**A small window of the routed layout**

Scale bar: 10 um. Window x 21 to 61, y 3 to 43 um. Cells in gray, sequential cells in the stronger gray; small squares are vias.
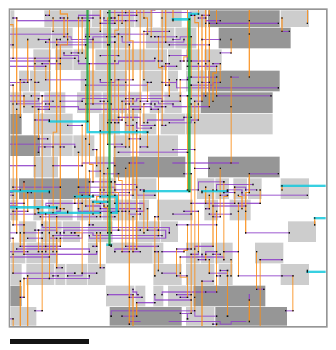
**Routing congestion**

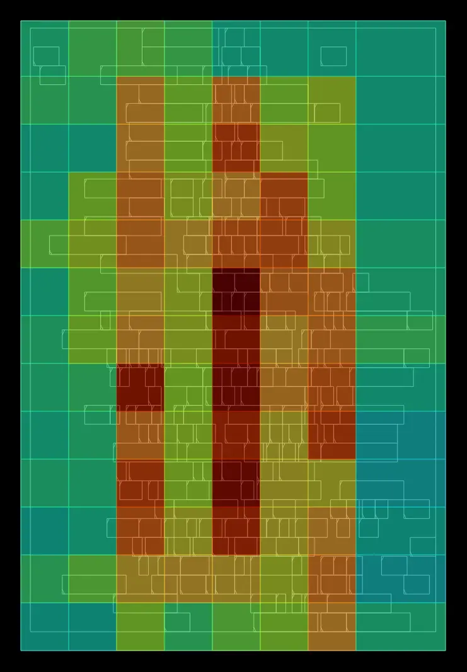
--- src/rtl/pp_pattern_sequencer.sv ---
// Pattern sequencer: buffers {x,y} symbols, resets a downstream x/y FSM, plays the
// pattern one symbol per cycle and counts sampled cycles where the FSM output q is high.
module pp_pattern_sequencer #(
    parameter int DEPTH = 8,
    parameter int CW    = 4
) (
    input  logic          Clk,
    input  logic          Rst,
    input  logic          Load,
    input  logic [1:0]    LoadData,
    input  logic          Clear,
    input  logic          Start,
    input  logic          q_in,
    output logic          FsmRst,
    output logic          x,
    output logic          y,
    output logic          Busy,
    output logic          Done,
    output logic          Full,
    output logic [CW-1:0] HighCount
);

    localparam int CNT_W = $clog2(DEPTH + 1);
    localparam int IDX_W = (DEPTH > 1) ? $clog2(DEPTH) : 1;

    typedef enum logic [2:0] {
        S_IDLE,
        S_FRST,
        S_RUN,
        S_DRAIN,
        S_DONE
    } state_t;

    state_t             r_state;
    logic [IDX_W-1:0]   r_index;
    logic [CNT_W-1:0]   r_count;
    logic [1:0]         r_buf [DEPTH];
    logic               r_fsm_rst;
    logic               r_x;
    logic               r_y;
    logic               r_busy;
    logic               r_done;
    logic               r_full;
    logic [CW-1:0]      r_high;

    state_t             w_next_state;
    logic [IDX_W-1:0]   w_next_index;
    logic [CNT_W-1:0]   w_next_count;
    logic               w_start_ok;
    logic               w_wr_en;
    logic               w_last;
    logic               w_sample;
    logic [1:0]         w_sym;

    assign w_last   = (CNT_W'(r_index) == (r_count - CNT_W'(1)));
    assign w_sample = (r_state == S_RUN) || (r_state == S_DRAIN);

    // NOTE: every signal gets a default before the case so no path leaves one unassigned,
    // which would otherwise infer a latch.
    always_comb begin
        w_next_state = r_state;
        w_next_index = r_index;
        w_next_count = r_count;
        w_start_ok   = 1'b0;
        w_wr_en      = 1'b0;
        case (r_state)
            S_IDLE: begin
                // An accepted Start swallows any Load/Clear issued in the same cycle.
                if (Start && (r_count != '0)) begin
                    w_start_ok   = 1'b1;
                    w_next_state = S_FRST;
                end else if (Clear) begin
                    w_next_count = '0;
                end else if (Load && (r_count < CNT_W'(DEPTH))) begin
                    w_wr_en      = 1'b1;
                    w_next_count = r_count + CNT_W'(1);
                end
            end
            S_FRST: begin
                w_next_state = S_RUN;
                w_next_index = '0;
            end
            S_RUN: begin
                if (w_last) begin
                    w_next_state = S_DRAIN;
                end else begin
                    w_next_index = r_index + IDX_W'(1);
                end
            end
            S_DRAIN: w_next_state = S_DONE;
            S_DONE:  w_next_state = S_IDLE;
            default: w_next_state = S_IDLE;
        endcase
        w_sym = r_buf[w_next_index];
    end

    // NOTE: state registers use non-blocking assignments so every flop samples the
    // pre-edge values of the others.
    always_ff @(posedge Clk or posedge Rst) begin
        if (Rst) begin
            r_state   <= S_IDLE;
            r_index   <= '0;
            r_count   <= '0;
            r_fsm_rst <= 1'b0;
            r_x       <= 1'b0;
            r_y       <= 1'b0;
            r_busy    <= 1'b0;
            r_done    <= 1'b0;
            r_full    <= 1'b0;
            r_high    <= '0;
        end else begin
            r_state   <= w_next_state;
            r_index   <= w_next_index;
            r_count   <= w_next_count;
            // Outputs are decoded from the next state so they are registered yet aligned with it.
            r_fsm_rst <= (w_next_state == S_FRST);
            r_busy    <= (w_next_state == S_FRST) || (w_next_state == S_RUN) ||
                         (w_next_state == S_DRAIN);
            r_done    <= (w_next_state == S_DONE);
            r_full    <= (w_next_count == CNT_W'(DEPTH));
            {r_x, r_y} <= (w_next_state == S_RUN) ? w_sym : 2'b00;
            if (w_start_ok) begin
                r_high <= '0;
            end else if (w_sample && q_in && (r_high != '1)) begin
                r_high <= r_high + CW'(1);
            end
        end
    end

    // NOTE: the pattern storage has no reset; entries beyond the count are never read,
    // and leaving it unreset lets it map onto plain RAM.
    always_ff @(posedge Clk) begin
        if (w_wr_en) begin
            r_buf[r_count[IDX_W-1:0]] <= LoadData;
        end
    end

    assign FsmRst    = r_fsm_rst;
    assign x         = r_x;
    assign y         = r_y;
    assign Busy      = r_busy;
    assign Done      = r_done;
    assign Full      = r_full;
    assign HighCount = r_high;

endmodule

--- config.mk ---
export PLATFORM = sky130hd
export DESIGN_NAME = pp_pattern_sequencer
export DESIGN_NICKNAME = d
export VERILOG_FILES = /design/src/rtl/pp_pattern_sequencer.sv
export SDC_FILE = /design/constraint.sdc
export NUM_CORES = 1
export LEC_CHECK = 0
export CAP_MARGIN = 10
export CORE_ASPECT_RATIO = 1.5
export CORE_UTILIZATION = 40
export DETAILED_ROUTE_END_ITERATION = 7
export PLACE_DENSITY = 0.72
export SETUP_SLACK_MARGIN = 0.15
export SLEW_MARGIN = 30
export SYNTH_ARGS = -nofsm -noshare
export SYNTH_HDL_FRONTEND = slang
export SYNTH_SLANG_ARGS = --single-unit
--- constraint.sdc ---
create_clock -name Clk -period 2.7 [get_ports Clk]
set_input_delay 0.54 -clock Clk [delete_from_list [all_inputs] [get_ports Clk]]
set_output_delay 0.54 -clock Clk [all_outputs]
set_load 0.02 [all_outputs]
==> results.json <==
{
  "run_status": "completed",
  "cp_slowest_stage_delay_ns": 0.45,
  "dpl_cell_area_mm2": 0.002359,
  "timing.rr.end": "y$_DFF_PP0_",
  "top_area_cell_class": "multi-input combinational cells",
  "detailedPlace.worstSlack_ns": 0.2286,
  "num-nets-final": 245,
  "clock_network_area_share_pct": 4.516,
  "grt_max_degree": 21,
  "grt.overflow.total": 0,
  "pwr-share-comb_pct": 59.4,
  "common_cells": "sky130_fd_sc_hd__nor2_1 (22), sky130_fd_sc_hd__dfrtp_1 (20), sky130_fd_sc_hd__edfxtp_1 (16)",
  "grt.met2_usage_pct": 30.16,
  "dieWidth_um": 61.21,
  "tightest_slew_ns": 0.7582,
  "combinational_gate_power_uw": 1860,
  "layout_cell_share_with_drive_strength_beyond_1_pct": 14.10,
  "min_delay_path_depth": 2,
  "placed_wire_length_estimate_after_detailed_placement_mm": 3.278,
  "largest_reg_flops": 16,
  "maxSlewViolCount": 0,
  "clock_tree_buffer_depth": 2,
  "seq_area_share_pct": 38.49,
  "die_area_mm2": 0.005558,
  "synthMuxAreaShare_pct": 2.380,
  "cp-startpoint": "r_count[1]$_DFF_PP0_",
  "comb_area_share_pct": 41.97,
  "tritoncts": "built",
  "placedCellCount": 290,
  "die_h_um": 90.81,
  "relSlewSlack_pct": 49.40,
  "p_sw_uw": 1396,
  "drcViolationCount": 0,
  "yosys-stat-cells": 209,
  "p_seq_uw": 790,
  "met1_usage_pct": 18.37,
  "detail_route.wl_per_cell_um": 15.18,
  "top_layer_used": "met4",
  "timing.reg2reg.setup_slack_ns": 0.32,
  "synth_top_cell_by_area": "sky130_fd_sc_hd__dfrtp_1",
  "syn_avg_cell_area_um2": 10.06,
  "fp.coreArea_mm2": 0.005085,
  "firstDrtPassIters": 5,
  "synthXorXnorAreaFrac_pct": 5.354,
  "placementRows": 32,
  "n_tap_cell": 68,
  "power.share.clock_pct": 15.5,
  "crit_cells": 8,
  "mostFrequentLayoutCell": "sky130_fd_sc_hd__nor2_1",
  "setup_viol": 0,
  "drt-vias-per-instance": 5.689,
  "area.combinational_mm2": 0.001070,
  "seq_cells": 36,
  "power.share.sequential_pct": 25.2,
  "min_to": "HighCount[3]$_DFFE_PP0P_",
  "met2WireLength_mm": 2.425,
  "timing.final.crit_period_ns": 2.385,
  "initCoreUtil_pct": 41.36,
  "worst_path_dominant_cell_family": "simple AND/OR/NAND/NOR gates",
  "setup.worst_path.start_class": "flop",
  "antenna-diode-count": 0,
  "design_power_total_uw": 3140,
  "post-synth-top-count-cell": "sky130_fd_sc_hd__nor2_1",
  "worst_path_max_delay_cell": "sky130_fd_sc_hd__o41a_1",
  "drt-met1-wl_mm": 1.762,
  "clockNetworkPower_uw": 485,
  "cp_data_required_time_ns": 2.87,
  "drv.max_cap_violation_count": 0,
  "cts_max_level": 2,
  "place.port_buffers": 17,
  "synthToLayoutAreaGrowth_pct": 21.18,
  "post_cts_repair_setup_buffers": 0,
  "layoutNonFillerInstCount": 302,
  "top_power_group": "combinational cells",
  "path_cells": "inv_2 > ha_2 > xnor2_2 > or3_4 > o41a_1 > and3_2 > o211ai_1 > nand4_1",
  "final.setup_skew_ns": 0.005875,
  "cts_hold_buffers": 0,
  "area_of_the_mapped_netlist_mm2": 0.002103,
  "p_per_area_mw_per_mm2": 1232,
  "drt-initial-drc-count": 44,
  "worstSetupEndpointType": "flop",
  "wl_met3_um": 164,
  "yosysSeqAreaShare_pct": 46.64,
  "min-delay-start": "HighCount[3]$_DFFE_PP0P_",
  "synth-simple-area-share_pct": 19.63,
  "synth_adder_area_share_pct": 2.380,
  "yosys_area_mm2": 0.002103,
  "reg2reg_depth": 8,
  "grt_setup_unrepaired": "false",
  "wire_length_of_the_first_global_routing_pass_mm": 7.203,
  "finalCoreUtilization_pct": 50.12,
  "grt_util_all_layers_pct": 17.58,
  "insertion_delay_ns": 0.29,
  "critical_path_arrival_ns": 2.55,
  "vias_in_the_first_global_route": 1609,
  "ys_warn_count": 0,
  "grt_antenna_before_repair": 0,
  "regToRegStartpoint": "r_count[1]$_DFF_PP0_",
  "clock_buffer_count": 5,
  "compound_area_share_pct": 18.62,
  "top_cells_by_area": "sky130_fd_sc_hd__dfrtp_1 (24%), sky130_fd_sc_hd__edfxtp_1 (23%), sky130_fd_sc_hd__nor2_1 (3.9%)",
  "power.internal_uw": 1744,
  "crit_buf_inv": 1,
  "detailroute.via_count": 1718,
  "filler_cell_count": 470,
  "fin_ws_ns": 0.3155,
  "cts_sinks": 36,
  "fin_setup_tns_ns": 0,
  "bufAreaShareNonClock_pct": 10.51,
  "top_library_cells_by_usage_in_the_layout_fill_and_taps_aside": "sky130_fd_sc_hd__nor2_1 (22), sky130_fd_sc_hd__dfrtp_1 (20), sky130_fd_sc_hd__clkdlybuf4s50_1 (17)"
}
## Picture notes: 'a small window of the routed layout'
cyan -> met3
orange -> met2
purple -> met1
green -> met4
sequential cells in the window = 10
most frequent = dfrtp_1 (10), clkdlybuf4s50_1 (10), buf_4 (8)
netlist names of flops here include = `HighCount` (4), `r_state` (3)
cells with their middle in the window = 106

## Picture notes: 'routing congestion'
most utilized layer in the global route result: met2
met3 Usage GRT: 3.582%

No activity file was given, so power comes from the tool's default toggle rates.
